--- config.mk ---
export PLATFORM = sky130hd
export DESIGN_NAME = rca64_sequencer_flat
export DESIGN_NICKNAME = d
export VERILOG_FILES = /design/src/rtl/rca64_sequencer_if.sv /design/src/rtl/rca64_sequencer.sv /design/src/flat_wrapper.sv
export SDC_FILE = /design/constraint.sdc
export NUM_CORES = 1
export LEC_CHECK = 0
export CELL_PAD_IN_SITES_DETAIL_PLACEMENT = 1
export CELL_PAD_IN_SITES_GLOBAL_PLACEMENT = 1
export CORE_MARGIN = 10
export CORE_UTILIZATION = 41
export DETAILED_ROUTE_END_ITERATION = 8
export GPL_TIMING_DRIVEN = 0
export PLACE_DENSITY_LB_ADDON = 0.08
export SYNTH_ARGS = -nofsm -noshare
export SYNTH_HDL_FRONTEND = slang
export SYNTH_SLANG_ARGS = --single-unit
--- constraint.sdc ---
create_clock -name CLK -period 2.8 [get_ports CLK]
set_input_delay 0.56 -clock CLK [delete_from_list [all_inputs] [get_ports CLK]]
set_output_delay 0.56 -clock CLK [all_outputs]
set_load 0.005 [all_outputs]
--- src/rtl/rca64_sequencer_if.sv ---
// Bundle of the request, response and 32-bit adder signals of rca64_sequencer.
// slave is the sequencer's view; master is the surrounding datapath/adder view.
interface rca64_sequencer_if;
    logic        req_valid;
    logic        req_ready;
    logic [63:0] req_a;
    logic [63:0] req_b;
    logic        req_cin;
    logic        req_sub;

    logic        rsp_valid;
    logic        rsp_ready;
    logic [63:0] rsp_sum;
    logic        rsp_cout;
    logic        rsp_ovf;

    logic [31:0] add_a;
    logic [31:0] add_b;
    logic        add_cin;
    logic        add_flag;
    logic [31:0] add_sum;
    logic        add_cout;

    modport slave (
        input  req_valid, req_a, req_b, req_cin, req_sub,
        input  rsp_ready,
        input  add_sum, add_cout,
        output req_ready,
        output rsp_valid, rsp_sum, rsp_cout, rsp_ovf,
        output add_a, add_b, add_cin, add_flag
    );

    modport master (
        output req_valid, req_a, req_b, req_cin, req_sub,
        output rsp_ready,
        output add_sum, add_cout,
        input  req_ready,
        input  rsp_valid, rsp_sum, rsp_cout, rsp_ovf,
        input  add_a, add_b, add_cin, add_flag
    );
endinterface

--- src/rtl/rca64_sequencer.sv ---
// Runs a 64-bit add/subtract as two passes (low word, then high word) through an
// external registered 32-bit ripple-carry adder with LAT register stages.
module rca64_sequencer #(
    parameter int LAT = 2
) (
    input logic               CLK,
    input logic               RST_N,
    rca64_sequencer_if.slave  bus
);

    localparam int CNT_W = 4;
    localparam logic [CNT_W-1:0] LAT_C = CNT_W'(LAT);

    typedef enum logic [1:0] {
        IDLE = 2'd0,
        LO   = 2'd1,
        HI   = 2'd2,
        RSP  = 2'd3
    } state_t;

    state_t           state_q,     state_d;
    logic [CNT_W-1:0] cnt_q,       cnt_d;
    logic             req_ready_q, req_ready_d;
    logic             rsp_valid_q, rsp_valid_d;
    logic [63:0]      rsp_sum_q,   rsp_sum_d;
    logic             rsp_cout_q,  rsp_cout_d;
    logic             rsp_ovf_q,   rsp_ovf_d;
    logic [31:0]      add_a_q,     add_a_d;
    logic [31:0]      add_b_q,     add_b_d;
    logic             add_cin_q,   add_cin_d;
    logic             add_flag_q,  add_flag_d;
    logic [31:0]      a_hi_q,      a_hi_d;
    logic [31:0]      b_hi_q,      b_hi_d;
    logic             sub_q,       sub_d;
    logic [31:0]      sum_lo_q,    sum_lo_d;

    // Signed overflow of the top word: operands agree in sign, result does not.
    function automatic logic add_ovf(input logic signed [31:0] a,
                                     input logic signed [31:0] b,
                                     input logic signed [31:0] s);
        return ((a < 0) == (b < 0)) && ((s < 0) != (a < 0));
    endfunction

    always_comb begin
        state_d     = state_q;
        cnt_d       = cnt_q;
        req_ready_d = req_ready_q;
        rsp_valid_d = rsp_valid_q;
        rsp_sum_d   = rsp_sum_q;
        rsp_cout_d  = rsp_cout_q;
        rsp_ovf_d   = rsp_ovf_q;
        add_a_d     = add_a_q;
        add_b_d     = add_b_q;
        add_cin_d   = add_cin_q;
        add_flag_d  = add_flag_q;
        a_hi_d      = a_hi_q;
        b_hi_d      = b_hi_q;
        sub_d       = sub_q;
        sum_lo_d    = sum_lo_q;

        case (state_q)
            IDLE: begin
                // req_ready comes up one edge after reset release.
                if (!req_ready_q) begin
                    req_ready_d = 1'b1;
                end else if (bus.req_valid) begin
                    a_hi_d      = bus.req_a[63:32];
                    b_hi_d      = bus.req_b[63:32];
                    sub_d       = bus.req_sub;
                    add_a_d     = bus.req_a[31:0];
                    add_b_d     = bus.req_b[31:0];
                    add_cin_d   = bus.req_cin;
                    add_flag_d  = bus.req_sub;
                    req_ready_d = 1'b0;
                    cnt_d       = '0;
                    state_d     = LO;
                end
            end

            LO: begin
                if (cnt_q == LAT_C) begin
                    // Low-word carry is carried forward in add_cin for the high pass.
                    sum_lo_d  = bus.add_sum;
                    add_a_d   = a_hi_q;
                    add_b_d   = b_hi_q;
                    add_cin_d = bus.add_cout;
                    cnt_d     = '0;
                    state_d   = HI;
                end else begin
                    cnt_d = cnt_q + 1'b1;
                end
            end

            HI: begin
                if (cnt_q == LAT_C) begin
                    rsp_sum_d   = {bus.add_sum, sum_lo_q};
                    rsp_cout_d  = bus.add_cout;
                    rsp_ovf_d   = add_ovf($signed(a_hi_q),
                                          $signed(sub_q ? ~b_hi_q : b_hi_q),
                                          $signed(bus.add_sum));
                    rsp_valid_d = 1'b1;
                    cnt_d       = '0;
                    state_d     = RSP;
                end else begin
                    cnt_d = cnt_q + 1'b1;
                end
            end

            RSP: begin
                if (bus.rsp_ready) begin
                    rsp_valid_d = 1'b0;
                    req_ready_d = 1'b1;
                    state_d     = IDLE;
                end
            end

            default: begin
                state_d = IDLE;
            end
        endcase
    end

    always_ff @(posedge CLK or negedge RST_N) begin
        if (!RST_N) begin
            state_q     <= IDLE;
            cnt_q       <= '0;
            req_ready_q <= 1'b0;
            rsp_valid_q <= 1'b0;
            rsp_sum_q   <= '0;
            rsp_cout_q  <= 1'b0;
            rsp_ovf_q   <= 1'b0;
            add_a_q     <= '0;
            add_b_q     <= '0;
            add_cin_q   <= 1'b0;
            add_flag_q  <= 1'b0;
            a_hi_q      <= '0;
            b_hi_q      <= '0;
            sub_q       <= 1'b0;
            sum_lo_q    <= '0;
        end else begin
            state_q     <= state_d;
            cnt_q       <= cnt_d;
            req_ready_q <= req_ready_d;
            rsp_valid_q <= rsp_valid_d;
            rsp_sum_q   <= rsp_sum_d;
            rsp_cout_q  <= rsp_cout_d;
            rsp_ovf_q   <= rsp_ovf_d;
            add_a_q     <= add_a_d;
            add_b_q     <= add_b_d;
            add_cin_q   <= add_cin_d;
            add_flag_q  <= add_flag_d;
            a_hi_q      <= a_hi_d;
            b_hi_q      <= b_hi_d;
            sub_q       <= sub_d;
            sum_lo_q    <= sum_lo_d;
        end
    end

    assign bus.req_ready = req_ready_q;
    assign bus.rsp_valid = rsp_valid_q;
    assign bus.rsp_sum   = rsp_sum_q;
    assign bus.rsp_cout  = rsp_cout_q;
    assign bus.rsp_ovf   = rsp_ovf_q;
    assign bus.add_a     = add_a_q;
    assign bus.add_b     = add_b_q;
    assign bus.add_cin   = add_cin_q;
    assign bus.add_flag  = add_flag_q;

endmodule

--- src/flat_wrapper.sv ---
// flat-port wrapper written by rule: the top's interface ports become plain ports
module rca64_sequencer_flat 
#(
    parameter int LAT = 2
)
  (CLK, RST_N, bus_req_valid, bus_req_a, bus_req_b, bus_req_cin, bus_req_sub, bus_rsp_ready, bus_add_sum, bus_add_cout, bus_req_ready, bus_rsp_valid, bus_rsp_sum, bus_rsp_cout, bus_rsp_ovf, bus_add_a, bus_add_b, bus_add_cin, bus_add_flag);
  rca64_sequencer_if bus_i ();
  input logic CLK;
  input logic RST_N;
  input wire logic [$bits(bus_i.req_valid)-1:0] bus_req_valid;
  input wire logic [$bits(bus_i.req_a)-1:0] bus_req_a;
  input wire logic [$bits(bus_i.req_b)-1:0] bus_req_b;
  input wire logic [$bits(bus_i.req_cin)-1:0] bus_req_cin;
  input wire logic [$bits(bus_i.req_sub)-1:0] bus_req_sub;
  input wire logic [$bits(bus_i.rsp_ready)-1:0] bus_rsp_ready;
  input wire logic [$bits(bus_i.add_sum)-1:0] bus_add_sum;
  input wire logic [$bits(bus_i.add_cout)-1:0] bus_add_cout;
  output wire logic [$bits(bus_i.req_ready)-1:0] bus_req_ready;
  output wire logic [$bits(bus_i.rsp_valid)-1:0] bus_rsp_valid;
  output wire logic [$bits(bus_i.rsp_sum)-1:0] bus_rsp_sum;
  output wire logic [$bits(bus_i.rsp_cout)-1:0] bus_rsp_cout;
  output wire logic [$bits(bus_i.rsp_ovf)-1:0] bus_rsp_ovf;
  output wire logic [$bits(bus_i.add_a)-1:0] bus_add_a;
  output wire logic [$bits(bus_i.add_b)-1:0] bus_add_b;
  output wire logic [$bits(bus_i.add_cin)-1:0] bus_add_cin;
  output wire logic [$bits(bus_i.add_flag)-1:0] bus_add_flag;
  assign bus_i.req_valid = bus_req_valid;
  assign bus_i.req_a = bus_req_a;
  assign bus_i.req_b = bus_req_b;
  assign bus_i.req_cin = bus_req_cin;
  assign bus_i.req_sub = bus_req_sub;
  assign bus_i.rsp_ready = bus_rsp_ready;
  assign bus_i.add_sum = bus_add_sum;
  assign bus_i.add_cout = bus_add_cout;
  assign bus_req_ready = bus_i.req_ready;
  assign bus_rsp_valid = bus_i.rsp_valid;
  assign bus_rsp_sum = bus_i.rsp_sum;
  assign bus_rsp_cout = bus_i.rsp_cout;
  assign bus_rsp_ovf = bus_i.rsp_ovf;
  assign bus_add_a = bus_i.add_a;
  assign bus_add_b = bus_i.add_b;
  assign bus_add_cin = bus_i.add_cin;
  assign bus_add_flag = bus_i.add_flag;
  rca64_sequencer #(.LAT(LAT)) u_core (.CLK(CLK), .RST_N(RST_N), .bus(bus_i));
endmodule
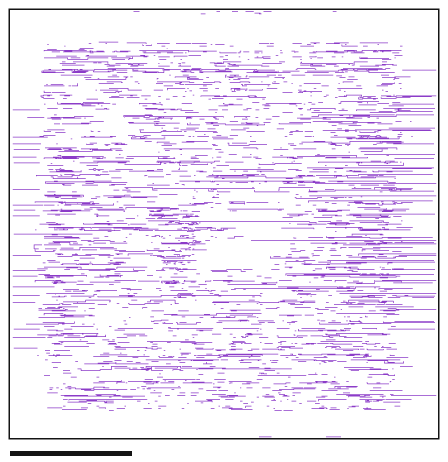
layer_met1.png
Bar = 50 µm.
longest straight run = 75.9 µm
nets with wire on the layer = 1013
share of all routed wire = 40%
main direction = horizontal
final WL: 28.8 mm
grt met1 use: 21.1%
via count: 6301

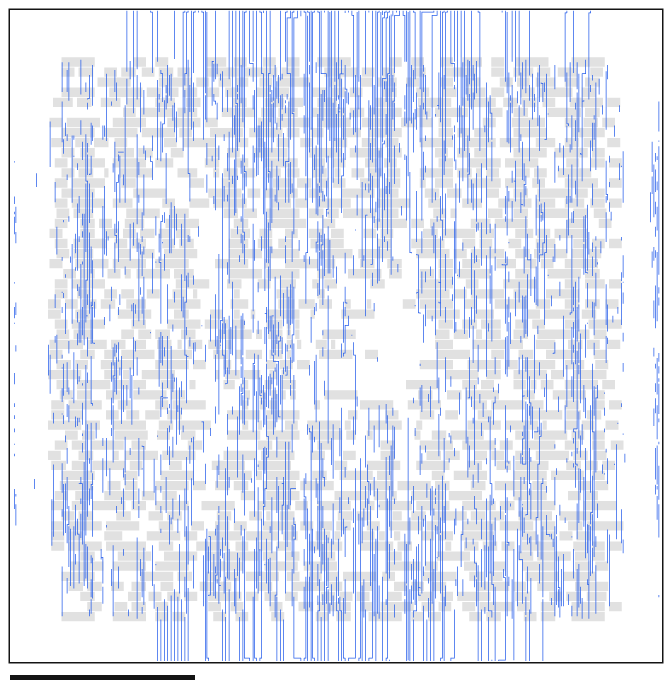
layer_met2.png
Bar = 50 µm.
share of all routed wire = 51%
longest straight run = 70.0 µm

==> run notes <==
flow finished, numbers: setup_tns 0 ns, Die ar. 0.0309 mm², CP max stage cell dfrtp_1, CTS root buf clkbuf_16, Power Total 0.0168 W, reg2reg end u_core.bus.add_b[24], HPWL after DPL 21.6 mm, Cell Chain, Critical Path inv_1 -> ha_1 -> buf_2 -> buf_2 -> mux2_2 -> mux2_4, CP Depth 6, Max Freq 450 MHz, Final setup viols 0, CTS tree done, clock tree buffer depth 3, Post-route DRC 0, final setup skew 0.00692 ns, Chip Height 176 µm, CP required 3.20 ns, Synth Cell Area 0.00996 mm², drt pass-1 iters 4, Site Rows 56, status complete, no violations, Synth warnings 0, RR Startpoint u_core.state_q[1], vias in the first global route 7413, Non-Filler Instances 1286, Data arrival, critical path 2.62 ns, Leak Pwr 6.07 nW, busiest layer in global routing met2, dpl cells 1233
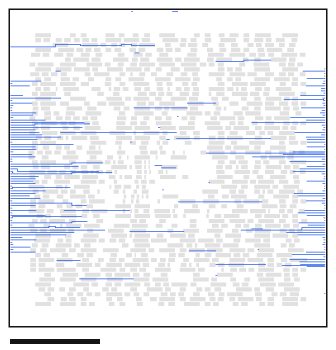
layer_met3.png
Bar = 50 µm.
wire length on this layer = 2440 µm
nets with wire on the layer = 159
longest straight run = 65.8 µm
share of all routed wire = 8.5%
main direction = horizontal

-- metal layers --
layer	vias up	routed length, µm
met5	-	0
met4	0	411
met3	30	2440
met2	195	14600
met1	3222	11400
li1	2854	-
-- where the power goes --
| group | internal (W) | switching [W] |
|---|---|---|
| logic | 0.00461 | 0.00244 |
| registers | 0.00518 | 0.000955 |
| clock network | 0.00221 | 0.00137 |
-- kinds of logic (layout without fill, tap and decap cells) --
logic type / after synthesis / after routing / synth area share [%]
muxes: 295 / 295 / 35.2
DFF: 236 / 236 / 59.3
buffers and inverters: 40 / 391 / 2.32
AOI/OAI and AO/OA: 18 / 18 / 1.19
and+or+nand+nor: 16 / 16 / 1.02
adders and majority gates: 7 / 7 / 0.879
xor gates and xnor gates: 1 / 1 / 0.0879
other: 0 / 3 / 0
-- stage by stage --
| stage | instance area (µm²) | setup slack, ns | utilization [%] |
|---|---|---|---|
| after floorplan | 9960 | 0.994 | - |
| after global placement | 13400 | -8.39 | 56.4 |
| after detailed placement | 13400 | 0.440 | 56.6 |
| after CTS | 14300 | 0.546 | 60.5 |
| after global routing | 14300 | 0.443 | 60.5 |
| final | 14300 | 0.577 | 60.5 |
-- cell type report --
cell class | instances | area (µm²) | area share [%]
timing repair buffer | 301 | 3040 | 21.2
tap | 319 | 399 | 2.79
buffer | 34 | 209 | 1.46
clock buffer | 40 | 825 | 5.75
sequential | 236 | 5910 | 41.2
clock inverter | 10 | 104 | 0.725
antenna | 3 | 7.51 | 0.0524
multi-input combinational | 337 | 3820 | 26.7
inverter | 6 | 22.5 | 0.157
-- cells in the mapped netlist (4+ instances only) --
cell      number
inv_1          6
mux2_1        16
mux2_2       227
mux2_4        50
buf_6          6
nor2_1         4
buf_2         20
dfrtp_1      236
o21ai_0        6
clkbuf_1       5
ha_1           7
-- sequential cells by signal, summed over array words and instances (netlist names) --
name	cells
u_core.a_hi_q	32
u_core.bus.add_b	32
u_core.bus.rsp_ovf	1
u_core.sum_lo_q	32
u_core.bus.add_cin	1
u_core.state_q	2
u_core.bus.req_ready	1
u_core.bus.rsp_cout	1
u_core.bus.add_a	32
u_core.bus.rsp_sum	64
u_core.b_hi_q	32
u_core.bus.add_flag	1
u_core.cnt_q	4
u_core.bus.rsp_valid	1
-- how the worst min path moves through the flow --
| stage | startpoint | endpoint | slack [ns] | cells after the start |
|---|---|---|---|---|
| 2_1_floorplan | RST_N | u_core.a_hi_q[0] | 0.26 | 0 |
| 6_report | RST_N | u_core.bus.rsp_sum[20] | 0.08 | 1 |
| 4_1_cts | RST_N | u_core.sum_lo_q[20] | 0.12 | 1 |
| 5_1_grt | RST_N | u_core.sum_lo_q[20] | 0.14 | 1 |
| 3_3_place_gp | u_core.bus.rsp_sum[61] | u_core.bus.rsp_sum[61] | 0.47 | 1 |
| 3_5_place_dp | u_core.bus.rsp_sum[47] | u_core.bus.rsp_sum[47] | 0.48 | 1 |
Power figures rest on the tool's default switching activity, not on a simulated workload.
